Design conv_window_scheduler_flat, sky130hd; sources not shown.
Figure 1. Placement view.
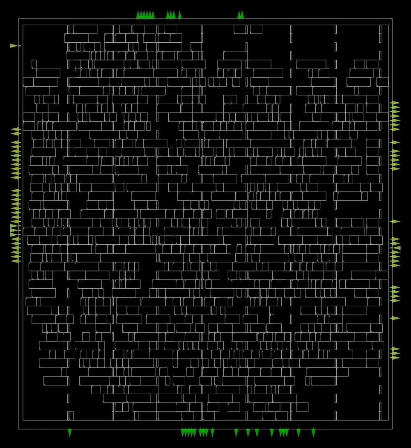
utilization of the core after routing: 58.6%
Filler Cell Count: 1265
number of cells in the finished layout apart from fillers: 1043
sequential cell count of the final layout: 132

Figure 2. The metal 2 layer.
Drawn at 3 px/µm.
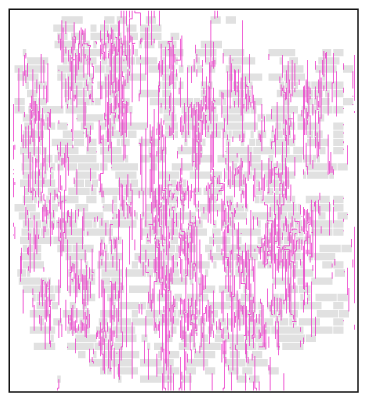
The longest straight run is 43.2 µm. The wires run mostly vertical. The layer carries 7380 µm of wire. 746 nets have wire on it. The layer holds 48% of the routed length.
met2 usage: 36.9%
via total after detailed routing: 5602
final WL: 15500 µm

Figure 3. Pin placement.
Drawn at 4 px/µm. Pins as bars across the die edge, other pins in grey.
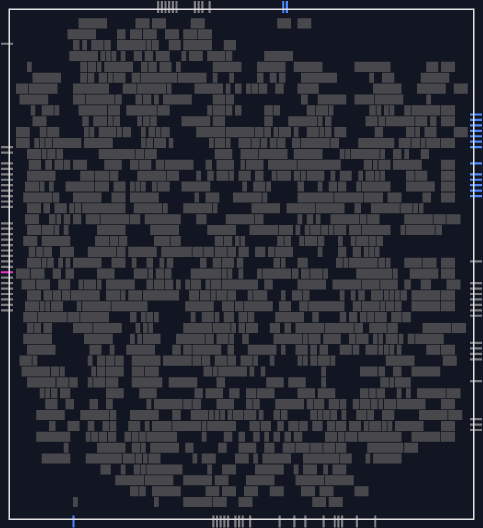
Key: sif_win_row = blue [pins 16, direction output, edge 13 east, 2 north, 1 south]; sif_start = magenta [pins 1, direction input, edge west]
Port Buf Inserts: 87
Vert. Die Dim: 127 µm
die x size: 116 µm

Figure 4. Zoomed window.
Region (38, 44) to (78, 84) µm. Cells in grey, sequential cells in the stronger grey; small squares are vias.
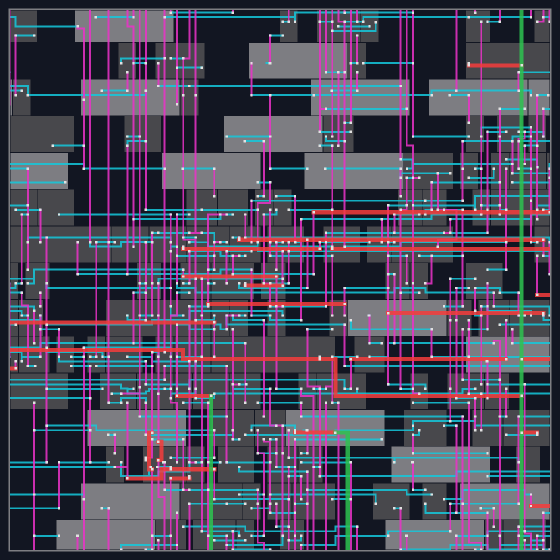
Key: met3 = red; met2 = magenta; met1 = cyan; met4 = green
Most frequent: nor2_1 (20), dfxtp_1 (18), nand2_1 (10). Sequential cells in the window: 18. 118 logic cells have their middle in the window.

Figure 5. Routed metal, one colour a layer.
Drawn at 3 px/µm. Only two layers are drawn.
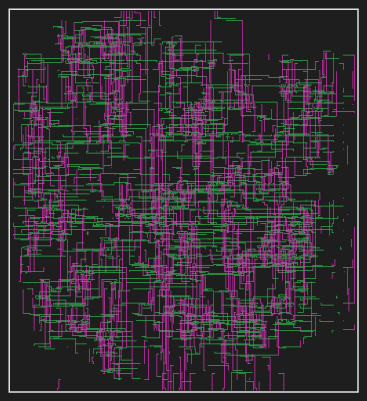
Key: met1 = green [wire length 6830 µm]; met2 = magenta [wire length 7380 µm]
routed length per instance: 14.9 µm
Overall Global Routing Usage: 22.3%

==> run_results.csv <==
group,metric,value,unit
setup_path,slowest_delay,0.67,ns
layout,clock_tree_area_fraction,7.56,%
sta,setup-tns-final,0,ns
layout,ff_latch_area,2640,µm²
global_route,antenna_found_initial,0,
yosys,simple_gate_area_share,29.9,%
drt,drt_first_pass_iters,5,
drt,dr.first_iter.drc_count,335,
place,hpwlAfterDp,11200,µm
yosys,synth_largest_type_area_fraction,41.3,%
yosys,synth_cell_types,60,
layout,layout_top_cells,"dfxtp_1 (132), nor2_1 (128), clkdlybuf4s50_1 (87), nand2_1 (46), xor2_1 (45)",
power_and_ir_drop,switchingPower,0.000504,W
setup_path,worstPathBufferInverterCount,2,
drt,routedLengthMet1,6830,µm
cts,cts_inserted_buffers,17,
yosys,adder_share,5.20,%
yosys,synth-compound-area-share,8.72,%
setup_path,timing.setup.critical_path_class,"flip-flop to flip-flop",
layout,clockBufferCount,23,
cts,clock_tree_from_tritoncts,"built",
flow_run,total_of_max_cap_violations,0,
power_and_ir_drop,power.sequential.fraction,44.3,%
setup_path,cp-start-kind,"flip-flop",
power_and_ir_drop,pwr.group.combinational,0.0000477,W
setup_path,crit_arrival,4.54,ns
power_and_ir_drop,leakage,3.03,nW
yosys,synthMuxAreaShare,0.958,%
yosys,synth_top_flop_cell,"dfxtp_1",
sta,max_slew.worst_pin.slew,0.934,ns
place,dpl_worst_slack,0.281,ns
layout,area_growth_syn_to_layout,26.7,%
layout,lay_top_count,"dfxtp_1",
die,core-area,13900,µm²
layout,n_all_inverters,22,
cts,clock_tree.buffer_depth,2,
setup_path,kind_of_cell_with_the_highest_combined_delay_on_the_critical_path,"AND-OR/OR-AND gates",
yosys,share_of_flip_flops_with_an_asynchronous_set_or_reset,0,%
sta,fin_worst_hold_slack,0.470,ns
global_route,grt_start_max_net_pins,30,
yosys,synth_area_leader_cell,"dfxtp_1",
yosys,yosys-stat-area,6400,µm²
yosys,post_synth_most_frequent_cells,"dfxtp_1 (132), nor2_1 (128), nand2_1 (46)",
die,initCoreUtil,46.2,%
drt,routed-wl-met2,7380,µm
yosys,synth_stat.cells,748,
layout,comb_area_share,44.2,%
layout,final.signal_buffer_count,98,
cts,numClockSinks,132,
layout,logic_gate_count,571,
drt,drc,0,
sta,rsz0062_at_grt,"false",
cts,post-cts-setup-buffers,0,
power_and_ir_drop,clock_power,0.00134,W
yosys,synthesis.area_per_instance,8.56,µm²
layout,drive_above_1_share,7.25,%
layout,insertedDiodeCount,0,
layout,final-comb-area,3590,µm²
setup_path,setup.worst_path.end_class,"flip-flop",
setup_path,r2r_setup_slack,0.54,ns
global_route,grt-busiest-layer,"met2",
layout,cell_type_taking_the_most_area,"combinational gates",
layout,final_area,8110,µm²
yosys,ys_sh_xor,11.1,%
die,placementRows,45,
cts,holdBufCountCts,0,
power_and_ir_drop,totalPowerFinal,0.00249,W
setup_path,path_max_fanout,6,
layout,layout.nonclk_buf_share,11.8,%
yosys,synth-seq-cells,132,
sta,post-route-period-util,88.7,%
die,boundaryPins,89,
drt,routed_via_density,5.37,
yosys,synth.most_common_cell,"dfxtp_1",
sta,period_minus_slack,4.24,ns
die,tapcell.inserted,188,
die,design.die.area,14700,µm²
power_and_ir_drop,group_drawing_the_most_power,"clock",
sta,slew_headroom,37.6,%
cts,clock_latency,0.42,ns
yosys,synth-edff-count,0,
global_route,wire_length_of_the_first_global_routing_pass,25900,µm
setup_path,critical_path.slowest_cell,"o31ai_1",
sta,worst_clock_skew,0.00639,ns
power_and_ir_drop,share_clk_of_total_power,53.7,%
setup_path,worst-path-stages,17,
power_and_ir_drop,internal-power,0.00198,W
cts,clockRootBuffer,"clkbuf_16",
global_route,gr-usage-met3,5.50,%
power_and_ir_drop,power-per-cell-area,307,nW/µm²
global_route,use_met1,26.8,%
yosys,yosys-top-cells-area,"dfxtp_1 (41%), nor2_1 (7.5%), xor2_1 (6.2%), xnor2_1 (4.9%), ha_1 (4.9%)",
sta,finalSetupViolCount,0,
global_route,grt_remaining_overflow,0,
sta,final-hold-violation-count,0,
sta,post-route-worst-setup-slack,0.542,ns
layout,seq_area_share,32.6,%
yosys,post_synth_instance_area,6400,µm²
min_path,hold_depth,2,
power_and_ir_drop,sw_frac_of_total,20.2,%
power_and_ir_drop,pg_seq,0.00110,W
yosys,synthesis.nets,779,
setup_path,worstPathRequired,5.08,ns
drt,route.top_layer_used,"met4",
power_and_ir_drop,combPwrFrac,1.9,%
setup_path,r2r.worst_path.cells,17,
flow_run,tool_warnings,29,
sta,max_freq,0.236,GHz
setup_path,crit_chain,"inv_1 -> ha_1 -> nor4b_1 -> nand4_1 -> o31ai_1 -> nor3_1 -> buf_4 -> nand3_1 -> xor2_1 -> nor2_1 -> ha_1 -> a21o_1 -> a21oi_1 -> a21oi_1 -> o31ai_1 -> nand3_1 -> nor3b_2",
min_path,hold_path_class,"flip-flop to flip-flop",
yosys,synth_warnings,0,
power_and_ir_drop,max-vdd-ir-drop,0.216,mV
yosys,postSynthSeqShare,41.3,%
run_status,run_status,"completed",
cts,cts_repair_resize_count,0,
cts,maximum_level_of_the_cts_h_tree,4,
place,dp_cells,1011,
layout,final_net_count,873,
drt,met3_wirelength,878,µm
global_route,grt_pass1_vias,5492,
drt,antenna_violating_nets_post_route,0,
yosys,synthCells,748,
sta,timing.final.max_slew_violations,0,
place,postPlaceCellArea,7500,µm²
cts,cts.reportedPaths.clkPinSlew,0.06,ns
yosys,top_logic_kind,"simple AND/OR/NAND/NOR gates",
Power figures rest on the tool's default switching activity, not on a simulated workload.
